<file path="src/rtl/alu_exec_unit.sv">
// rtl/alu_exec_unit.sv - registered ALU with valid/ready handshakes, optional iterative MUL
// Optional feature macro: ALU_MUL_EN (multi-cycle shift-add multiply on ALUCtl=9).
module alu_exec_unit #(
  parameter int WIDTH = 32,
  localparam int SHW = $clog2(WIDTH)
) (
  input  logic             CLK,
  input  logic             RESET_N,
  input  logic             in_valid,
  output logic             in_ready,
  input  logic [3:0]       ALUCtl,
  input  logic [WIDTH-1:0] A,
  input  logic [WIDTH-1:0] B,
  output logic             out_valid,
  input  logic             out_ready,
  output logic [WIDTH-1:0] ALUOut,
  output logic             Zero,
  output logic             Overflow,
  output logic             Illegal,
  output logic             busy
);

  localparam logic [3:0] OP_AND  = 4'd0;
  localparam logic [3:0] OP_OR   = 4'd1;
  localparam logic [3:0] OP_ADD  = 4'd2;
  localparam logic [3:0] OP_SLL  = 4'd3;
  localparam logic [3:0] OP_SRL  = 4'd4;
  localparam logic [3:0] OP_SRA  = 4'd5;
  localparam logic [3:0] OP_SUB  = 4'd6;
  localparam logic [3:0] OP_SLT  = 4'd7;
  localparam logic [3:0] OP_SLTU = 4'd8;
  localparam logic [3:0] OP_NOR  = 4'd12;

  logic [SHW-1:0]   shamt;
  logic [WIDTH-1:0] sum, diff, res;
  logic             ovf, ill;
  logic             in_fire, out_fire, single_fire;

  assign shamt    = B[SHW-1:0];
  assign in_fire  = in_valid && in_ready;
  assign out_fire = out_valid && out_ready;

  always_comb begin
    sum  = A + B;
    diff = A - B;
    res  = '0;
    ovf  = 1'b0;
    ill  = 1'b0;
    case (ALUCtl)
      OP_AND:  res = A & B;
      OP_OR:   res = A | B;
      OP_ADD: begin
        res = sum;
        ovf = (A[WIDTH-1] == B[WIDTH-1]) && (sum[WIDTH-1] != A[WIDTH-1]);
      end
      OP_SLL:  res = A << shamt;
      OP_SRL:  res = A >> shamt;
      OP_SRA:  res = $unsigned($signed(A) >>> shamt);
      OP_SUB: begin
        res = diff;
        ovf = (A[WIDTH-1] != B[WIDTH-1]) && (diff[WIDTH-1] != A[WIDTH-1]);
      end
      OP_SLT:  res = {{(WIDTH-1){1'b0}}, ($signed(A) < $signed(B))};
      OP_SLTU: res = {{(WIDTH-1){1'b0}}, (A < B)};
      OP_NOR:  res = ~(A | B);
      default: ill = 1'b1;
    endcase
  end

`ifdef ALU_MUL_EN
  localparam logic [3:0] OP_MUL  = 4'd9;
  localparam logic [0:0] ST_IDLE = 1'b0;
  localparam logic [0:0] ST_MUL  = 1'b1;

  logic [0:0]       state;
  logic [WIDTH-1:0] mcand, mplier, acc, acc_next;
  logic [SHW-1:0]   cnt;

  assign acc_next    = mplier[0] ? acc + mcand : acc;
  assign in_ready    = (state == ST_IDLE) && (!out_valid || out_ready);
  assign busy        = (state == ST_MUL);
  assign single_fire = in_fire && (ALUCtl != OP_MUL);
`else
  assign in_ready    = !out_valid || out_ready;
  assign busy        = 1'b0;
  assign single_fire = in_fire;
`endif

  always_ff @(posedge CLK) begin
    if (!RESET_N) begin
      out_valid <= 1'b0;
      ALUOut    <= '0;
      Zero      <= 1'b0;
      Overflow  <= 1'b0;
      Illegal   <= 1'b0;
`ifdef ALU_MUL_EN
      state  <= ST_IDLE;
      mcand  <= '0;
      mplier <= '0;
      acc    <= '0;
      cnt    <= '0;
`endif
    end else begin
      if (out_fire) out_valid <= 1'b0;
      if (single_fire) begin
        ALUOut    <= res;
        Zero      <= (res == '0);
        Overflow  <= ovf;
        Illegal   <= ill;
        out_valid <= 1'b1;
      end
`ifdef ALU_MUL_EN
      // in_ready is low in MUL, so the single-cycle write above never collides with this
      if (state == ST_MUL) begin
        acc    <= acc_next;
        mcand  <= mcand << 1;
        mplier <= mplier >> 1;
        cnt    <= cnt + SHW'(1);
        if (cnt == SHW'(WIDTH - 1)) begin
          ALUOut    <= acc_next;
          Zero      <= (acc_next == '0);
          Overflow  <= 1'b0;
          Illegal   <= 1'b0;
          out_valid <= 1'b1;
          state     <= ST_IDLE;
          cnt       <= '0;
        end
      end else if (in_fire && (ALUCtl == OP_MUL)) begin
        mcand  <= A;
        mplier <= B;
        acc    <= '0;
        cnt    <= '0;
        state  <= ST_MUL;
      end
`endif
    end
  end

endmodule

</file>
<file path="config.mk">
export PLATFORM = sky130hd
export DESIGN_NAME = alu_exec_unit
export DESIGN_NICKNAME = d
export VERILOG_FILES = /design/src/rtl/alu_exec_unit.sv
export SDC_FILE = /design/constraint.sdc
export NUM_CORES = 1
export LEC_CHECK = 0
export CAP_MARGIN = 20
export CORE_MARGIN = 4
export CORE_UTILIZATION = 30
export CTS_CLUSTER_SIZE = 25
export DETAILED_ROUTE_END_ITERATION = 6
export PLACE_DENSITY_LB_ADDON = 0.08
export SLEW_MARGIN = 25
export SYNTH_ARGS = -nofsm -noshare
export SYNTH_HDL_FRONTEND = slang
export SYNTH_SLANG_ARGS = --single-unit
</file>
<file path="constraint.sdc">
create_clock -name CLK -period 5.8 [get_ports CLK]
set_clock_uncertainty 0.15 [all_clocks]
set_input_delay 1.16 -clock CLK [delete_from_list [all_inputs] [get_ports CLK]]
set_output_delay 1.16 -clock CLK [all_outputs]
set_load 0.05 [all_outputs]
</file>
==> ci_impl_report.md, run 1 <==
### Yosys + OpenROAD results

| Metric | Value |
|---|---|
| I/O Buffers | 108 |
| Final instance area | 13,900 um2 |
| Worst Setup Slack, final | 282 ps |
| ClkCell Share | 1.06% |
| FF+latch count, synth | 36 |
| Vias/cell | 6.23 |
| Nonclk inv count | 103 |
| Post-CTS sizing | 0 |
| Net Sw Frac | 51.1% |
| CP Data Arrival Time | 5590 ps |
| Crit. Startpoint | A[0] |
| Combinational fraction of the cell area | 70.4% |
| MI comb area | 9760 um2 |
| Status | complete, no violations |
| Seq pwr share | 14.4% |
| Initial DRC count | 1,739 |
| Final Cycle Share | 95.1% |
| Leakage | 5.70 nW |
| Yosys cell count | 1,602 |
| Slew of the pin with the lowest slew margin | 1140 ps |
| CTS sink cnt | 36 |
| Crit. End Element | flip-flop |
| CTS Hold Bufs | 0 |
| Final hold violation count | 0 |
| Clk_buf instances | 8 |
| Yosys simple share | 22.0% |
| Hold Startpoint | ALUOut[26] |
| Grt met1 use | 41.7% |
| WS Path Type | input pin to flip-flop |
| CP Launch Type | input pin |
| Worst min-delay path class | flip-flop to flip-flop |
| RSZ-0062 raised after global routing | no |
| Top logic family | AND-OR/OR-AND gates |
| Met2 usage | 48.2% |
| I/O Pins | 110 |
## run 1: flip-flops by register name, summed over array words and instances (netlist names)
signal	count
ALUOut	32
Illegal	1
Overflow	1
Zero	1
out_valid	1
## run 1: path summary, 6_finish.rpt
path	end	slack [ps]	cells after the start
hold / removal	ALUOut[26]	320	2
setup / recovery	Zero	280	15
hold reg to reg	ALUOut[26]	320	2
setup reg to reg	Zero	2220	11
## run 1: synthesized netlist by cell type, types with 8 or more instances
master / instances
clkbuf_1: 77
o211ai_1: 19
o22a_1: 10
nand2b_1: 17
a221oi_1: 15
nor2b_1: 22
ha_1: 99
and2_1: 14
a2111oi_0: 8
nor3_1: 46
nand4_1: 16
a211o_1: 12
buf_2: 18
a21oi_1: 116
o21ai_0: 69
mux2_2: 28
o22ai_1: 30
xnor2_1: 9
a211oi_1: 50
a22oi_1: 32
mux4_2: 34
nor2_1: 170
buf_6: 10
a31oi_1: 16
nand2_1: 119
o2111ai_1: 8
and3_1: 13
buf_1: 19
o31ai_1: 21
mux2i_1: 66
a311oi_1: 8
a221o_1: 8
o21bai_1: 12
nand3_1: 37
o221ai_1: 12
nor4_1: 18
dfxtp_1: 36
a21o_1: 26
inv_1: 98
## run 1: per-layer routing
metal  part of all wire [%]  vias up
met5                      0        -
met2                     45      653
li1                       -     6369
met4                    4.3        0
met3                    6.2      106
met1                     45     6905
## run 1: power by group through the flow
stage | clock network, W | registers (W) | logic, W
final | 0.000270 | 0.000281 | 0.00139
after detailed placement | 0 | 0.000286 | 0.00136
after floorplan | 0 | 0.000357 | 0.000736
after global placement | 0 | 0.000285 | 0.00137
after CTS | 0.000276 | 0.000281 | 0.00137
after global routing | 0.000290 | 0.000283 | 0.00148
### Cell outlines without signal wires, run 1

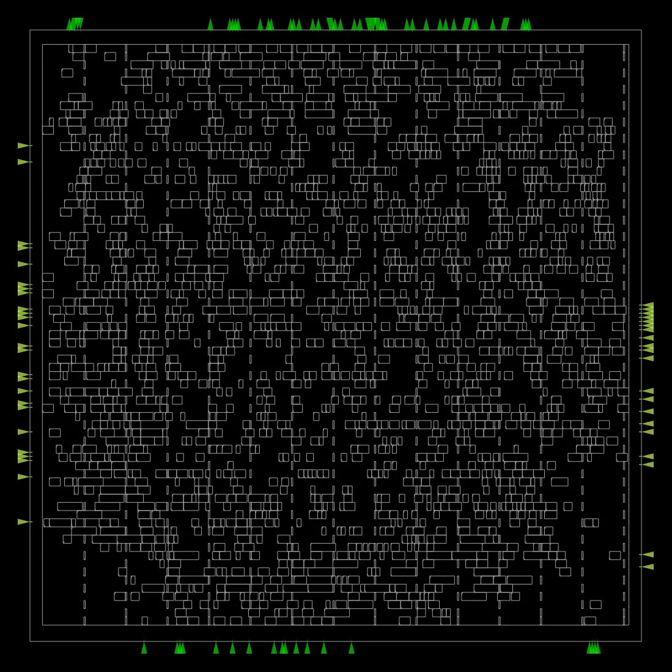
Layout Utilization: 36.8%
Tap Cells: 511
non-filler cells, final: 2,251
row count: 71
# fillers: 4,192

### Clock network drawn from the DEF, run 1

The bar under the picture is 50 um long.
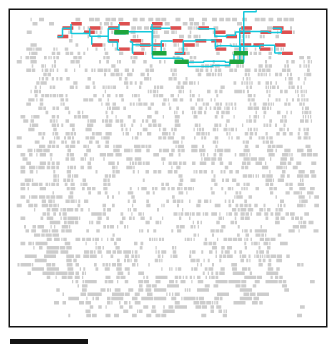
[cyan] clock wires | length: 551 um
[green] cells driving clock nets | count: 5
[red] flip-flops | count: 36
routed clock nets: 6
clock-net power: 0.000270 W
Latency at later pin: 280 ps
clock group share of total power: 13.9%

### Signal wires by layer, run 1

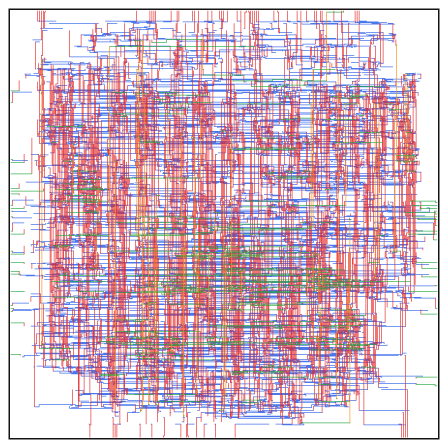
[green] met3 | wire length: 3,980 um
[orange] met4 | wire length: 2,750 um
[red] met2 | wire length: 29.0 mm
[blue] met1 | wire length: 28.7 mm
WL/cell: 28.6 um
via count: 14.0k
GRT Total Usage: 29.7%
wirelength, routed: 64.4 mm

### Signal wires on met3, run 1

The bar under the picture is 50 um long.
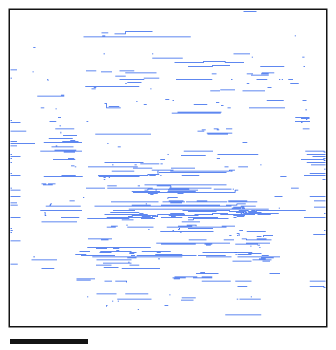
share of all routed wire: 6.2%
nets with wire on the layer: 270
main direction: horizontal

### Zoomed window, run 1

Window x 82 to 122, y 41 to 81 um. Cells in gray, sequential cells in the stronger gray; small squares are vias.
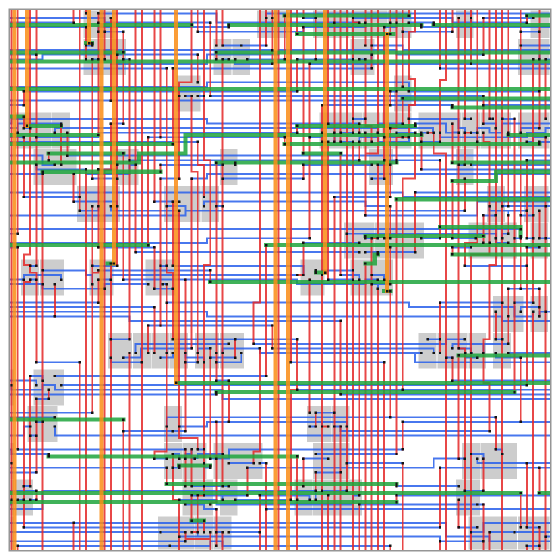

--- run 2 (diff from run 1) ---
--- a/config.mk
+++ b/config.mk
@@ -10,6 +10,7 @@
 export CORE_UTILIZATION = 30
 export CTS_CLUSTER_SIZE = 25
 export DETAILED_ROUTE_END_ITERATION = 6
+export GPL_ROUTABILITY_DRIVEN = 0
 export PLACE_DENSITY_LB_ADDON = 0.08
 export SLEW_MARGIN = 25
 export SYNTH_ARGS = -nofsm -noshare
==> constraint.sdc (replaced) <==
create_clock -name CLK -period 5.8 [get_ports CLK]
set_clock_uncertainty 0.15 [all_clocks]
set_input_delay 1.16 -clock CLK [delete_from_list [all_inputs] [get_ports CLK]]
set_output_delay 1.16 -clock CLK [all_outputs]
set_load 0.005 [all_outputs]
### Zoomed window, run 2

Window x 82 to 122, y 41 to 81 um. Cells in gray, sequential cells in the stronger gray; small squares are vias.
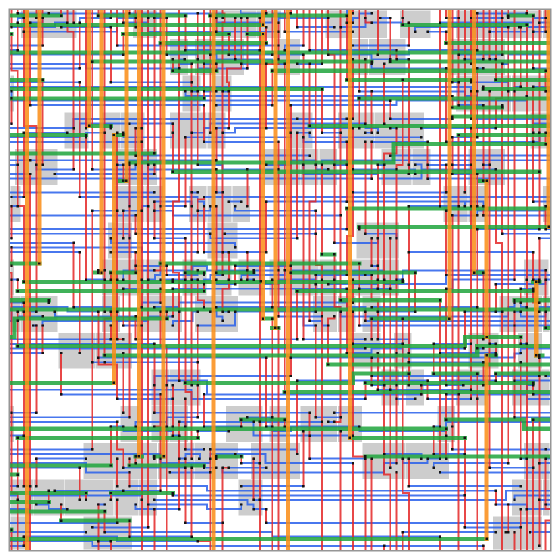
[red] met2
[blue] met1
[orange] met4
[green] met3
most frequent: nand2_1 (18), nor2_1 (17), buf_4 (6)
sequential cells in the window: 0
cells with their middle in the window: 104

### Signal wires on met3, run 2

The bar under the picture is 50 um long.
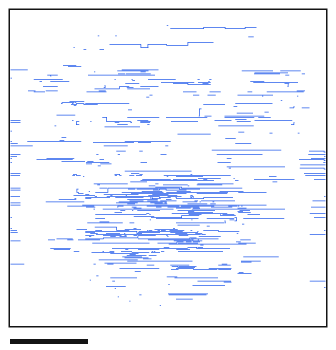
via count: 14.0k
wirelength, routed: 59.9 mm
met3 usage: 4.15%

### Signal wires by layer, run 2

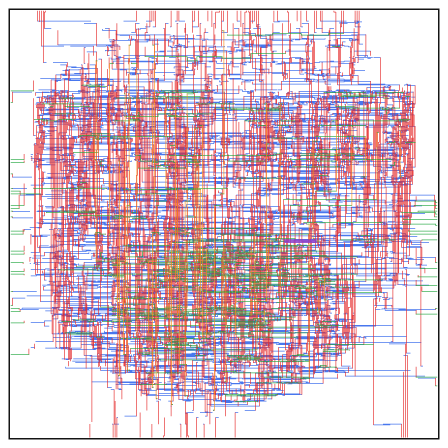
[blue] met1 | wire length: 25.5 mm
[orange] met4 | wire length: 2,920 um
[purple] met5 | wire length: 13.8 um
[green] met3 | wire length: 5,090 um
[red] met2 | wire length: 26.3 mm
WL/cell: 26.8 um
GRT Total Usage: 27.5%

==> run 2 against run 1 <==
  * Non-clock buffer count down 19
  * Via count about the same
  * Final cell count down 0.93%
  * Worst setup slack better by 210 ps
  * Register-to-register slack better by 170 ps
  * Flip-flop count unchanged
  * Count of clock-buffer cells in the layout down 2
  * Design area down 1.0%
  * Sequential share of layout area up 0.055 points
  * Core utilization down 0.39 points
  * Largest power group unchanged
==> ci_impl_report.md, run 2 <==
### Yosys + OpenROAD results

| Metric | Value |
|---|---|
| Status | complete, no violations |
| Final Cycle Share | 91.5% |
| Worst setup path endpoint | Zero |
| Vias/cell | 6.29 |
| Initial DRC count | 1,577 |
| Final TNS setup | 0 ps |
| CTS Hold Bufs | 0 |
| Row count | 71 |
| CTS clock-pin slew for the worst setup and hold paths | 50 ps |
| Slew of the pin with the lowest slew margin | 1040 ps |
| Worst Setup Slack, final | 494 ps |
| Final hold violation count | 0 |
| Vias in the first global route | 13.2k |
| WS Path Type | input pin to flip-flop |
| Worst min-delay path class | flip-flop to flip-flop |
| Layout Utilization | 36.4% |
| FF+latch count, synth | 36 |
| I/O Pins | 110 |
| # fillers | 4,134 |
| CTS sink cnt | 36 |
| Yosys stat chip area | 11,400 um2 |
| Flop2flop setup slack | 2390 ps |
| Yosys cell count | 1,602 |
| Final instance area | 13,700 um2 |
| Setup violators final | 0 |
| CP Launch Type | input pin |
| Gr ovfl total | 0 |
| RSZ-0062 raised after global routing | no |
| Post-synth ARST share | 0% |
| Post-CTS sizing | 0 |
| Area fraction in compound gates | 34.6% |
| Non-filler cells, final | 2,230 |
| Xor/xnor share | 0.765% |
| Leakage | 5.61 nW |
| Dominant cell area share | 10.8% |
| I/O Buffers | 108 |
| Yosys simple share | 22.0% |
| Latency at later pin | 280 ps |
| Fin crit period | 5310 ps |
| Synthesis Warnings | 0 |
| Crit. Startpoint | A[0] |
| Top reg by flops | ALUOut |
| List of most frequent post-synthesis cells | 170 x nor2_1, 119 x nand2_1, 116 x a21oi_1 |
| Most common cell in the netlist | nor2_1 |
| FF-to-FF End | Zero |
| Num CTS Buffers | 5 |
## run 2: cell type report
class                           count  area [um2]  share of cell area, %
Inverter                          103         387                   2.82
Multi-Input combinational cell   1336        9760                   71.1
Clock buffer                        6         129                  0.940
Tap cell                          511         639                   4.66
Clock inverter                      1        5.00                 0.0365
Timing Repair Buffer              237        2080                   15.1
Sequential cell                    36         721                   5.25
## run 2: metal layers
layer  share of wire (%)  vias to the layer above  global-route usage, %  wire length (um)
li1                    -                     6330                      -                 -
met1                  43                     6753                   37.8             25500
met2                  44                      813                   43.9             26300
met3                 8.5                      128                   4.15              5090
met4                 4.9                        2                   9.95              2920
met5               0.022                        -                      0                13
## run 2: cell families (layout without fill, tap and decap cells)
group,count (synthesis),in the layout
mux,140,140
fa+ha+maj,101,101
simple gates,520,520
compound gates,564,564
buf+inv,230,347
other cells,1,1
flops,36,36
xor+xnor,10,10
## run 2: worst min path at each step
stage	endpoint	slack (ps)	cells past startpoint	from
finish	ALUOut[26]	310	2	ALUOut[26]
global route	ALUOut[26]	340	2	ALUOut[26]
CTS	ALUOut[26]	320	2	ALUOut[26]
detailed placement	Illegal	310	2	Illegal
global placement	ALUOut[26]	300	2	ALUOut[26]
floorplan	Illegal	300	2	Illegal
## run 2: power breakdown
group,internal [W],switching (W)
Clock,0.000156,0.0000933
Combinational,0.000502,0.000789
Sequential,0.000269,0.0000114
Total,0.000927,0.000894
## run 2: worst register-to-register path, stage by stage, from the launching register on
cell and delay [ps]:
dfxtp_1 310, nand2b_1 130, nand2_1 230, a221oi_1 290
o211ai_1 150, or4_1 530, nor4_1 400, nand4b_1 230
nor4_1 350, buf_4 170, nand4_1 130, nor4_2 160
a32o_1 140
--- run 3 (diff from run 2) ---
--- a/config.mk
+++ b/config.mk
@@ -8,6 +8,7 @@
 export CAP_MARGIN = 20
 export CORE_MARGIN = 4
 export CORE_UTILIZATION = 30
+export CTS_BUF_LIST = sky130_fd_sc_hd__clkbuf_8
 export CTS_CLUSTER_SIZE = 25
 export DETAILED_ROUTE_END_ITERATION = 6
 export GPL_ROUTABILITY_DRIVEN = 0
### Signal wires by layer, run 3

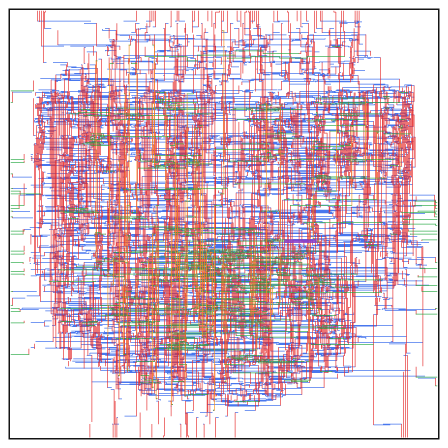
[green] met3 | wire length: 4,790 um
[red] met2 | wire length: 26.5 mm
[blue] met1 | wire length: 25.8 mm
[purple] met5 | wire length: 13.8 um
[orange] met4 | wire length: 2,900 um
GRT Total Usage: 27.5%
wirelength, routed: 60.0 mm

### Signal wires on met3, run 3

The bar under the picture is 50 um long.
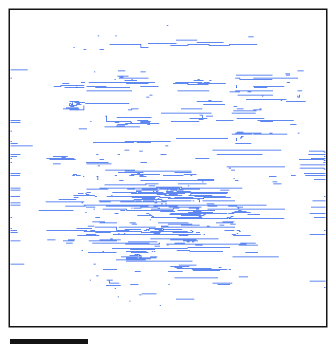
wire length on this layer: 4,790 um
share of all routed wire: 8.0%
via count: 14.1k

==> run 3 against run 2 <==
  * Hold slack worse by 1.4 ps
  * Register-to-register slack barely moved
  * Sequential power is essentially flat
  * Final cell count did not move
  * Highest routed layer unchanged
  * Via count is 0.17% higher
  * Flip-flop count unchanged
  * Worst setup slack gained 68 ps
  * First-iteration DRC count up 7.2%
==> ci_impl_report.md, run 3 <==
### Yosys + OpenROAD results

| Metric | Value |
|---|---|
| Net Sw Frac | 51.0% |
| Fin crit period | 5240 ps |
| Status | complete, no violations |
| Dominant cell area share | 10.8% |
| Most common cell in the netlist | nor2_1 |
| Worst min-delay path class | flip-flop to flip-flop |
| CTS clock-pin slew for the worst setup and hold paths | 70 ps |
| WL/cell | 26.9 um |
| Row count | 71 |
| Int Pwr | 0.000850 W |
| Leakage | 5.58 nW |
| Post-synth ARST share | 0% |
| Num CTS Buffers | 5 |
| Number of flip-flops under the largest register name | 32 |
| Post-CTS sizing | 0 |
| RSZ-0062 raised after global routing | no |
| Non-filler cells, final | 2,230 |
| Final Cycle Share | 90.3% |
| Vias/cell | 6.30 |
| List of most frequent post-synthesis cells | 170 x nor2_1, 119 x nand2_1, 116 x a21oi_1 |
| Final TNS setup | 0 ps |
| Top reg by flops | ALUOut |
| CTS Hold Bufs | 0 |
| Gr ovfl total | 0 |
| CP Data Arrival Time | 5270 ps |
| Yosys cell count | 1,602 |
| Yosys stat chip area | 11,400 um2 |
| Final hold violation count | 0 |
| Initial DRC count | 1,691 |
| I/O Buffers | 108 |
| Net switching power | 0.000884 W |
| I/O Pins | 110 |
| Logic pwr share | 74.4% |
| Vias in the first global route | 13.2k |
| Crit. End Element | flip-flop |
| Worst Setup Slack, final | 563 ps |
| Setup violators final | 0 |
| WS Path Type | input pin to flip-flop |
| Maximum fanout along the worst path | 6 |
| CP Launch Type | input pin |
| Seq pwr share | 16.1% |
| Synthesis Warnings | 0 |
| CTS sink cnt | 36 |
| Latency at later pin | 280 ps |
### Clock network drawn from the DEF, run 3

The bar under the picture is 50 um long.
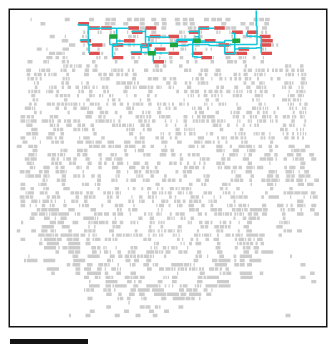
[green] cells driving clock nets | count: 5
[cyan] clock wires | length: 484 um
[red] flip-flops | count: 36
routed clock nets: 6
clock group share of total power: 9.4%
clock-net power: 0.000164 W

-- run 3: kinds of logic after synthesis --
logic type,synth area share [%]
other cells,0.0328
flops,6.30
buf+inv,8.49
compound gates,34.6
fa+ha+maj,11.2
xor+xnor,0.765
mux,16.6
simple gates,22.0
-- run 3: worst max-delay path, cell delays in order --
cell and delay, ps:
clkdlybuf4s50_1 510, ha_1 290, fa_1 400, a21o_1 230, a211o_1 330, and4_1 230
nor3_1 490, o31ai_1 220, a2111o_1 430, a32oi_1 330, nor4_1 120, buf_4 150
nand4_1 120, nor4_2 50, a32o_1 200
-- run 3: layout make-up --
| type | instances | area, um2 |
|---|---|---|
| clock buffer | 5 | 68.8 |
| clock inverter | 2 | 8.76 |
| fill | 4141 | 24000 |
| inverter | 103 | 387 |
| multi-input combinational | 1336 | 9760 |
| sequential | 36 | 721 |
| tap | 511 | 639 |
| timing repair buffer | 237 | 2080 |
-- run 3: power by group through the flow --
stage                     Combinational [W]  Clock [W]  Sequential (W)
after detailed placement            0.00125          0        0.000286
after floorplan                    0.000733          0        0.000286
after global placement              0.00126          0        0.000286
final                               0.00129   0.000164        0.000280
after global routing                0.00137   0.000180        0.000283
after CTS                           0.00126   0.000172        0.000281
-- run 3: path summary, 6_finish.rpt --
| check | from | end | slack (ps) | cells after the start |
|---|---|---|---|---|
| setup / recovery | A[0] | Zero | 560 | 15 |
| hold / removal | ALUOut[26] | ALUOut[26] | 310 | 2 |
| setup reg to reg | out_valid | Zero | 2400 | 12 |
| hold reg to reg | ALUOut[26] | ALUOut[26] | 310 | 2 |
-- run 3: per-layer routing --
layer  share of wire, %  routed length [um]  GRT usage, %  vias up
li1                   -                   -             -     6318
met1                 43               25800          37.8     6839
met2                 44               26500          43.9      767
met3                8.0                4790          4.15      124
met4                4.8                2900          9.95        2
met5              0.022                  13             0        -
Power is estimated from default activity; no workload was simulated.
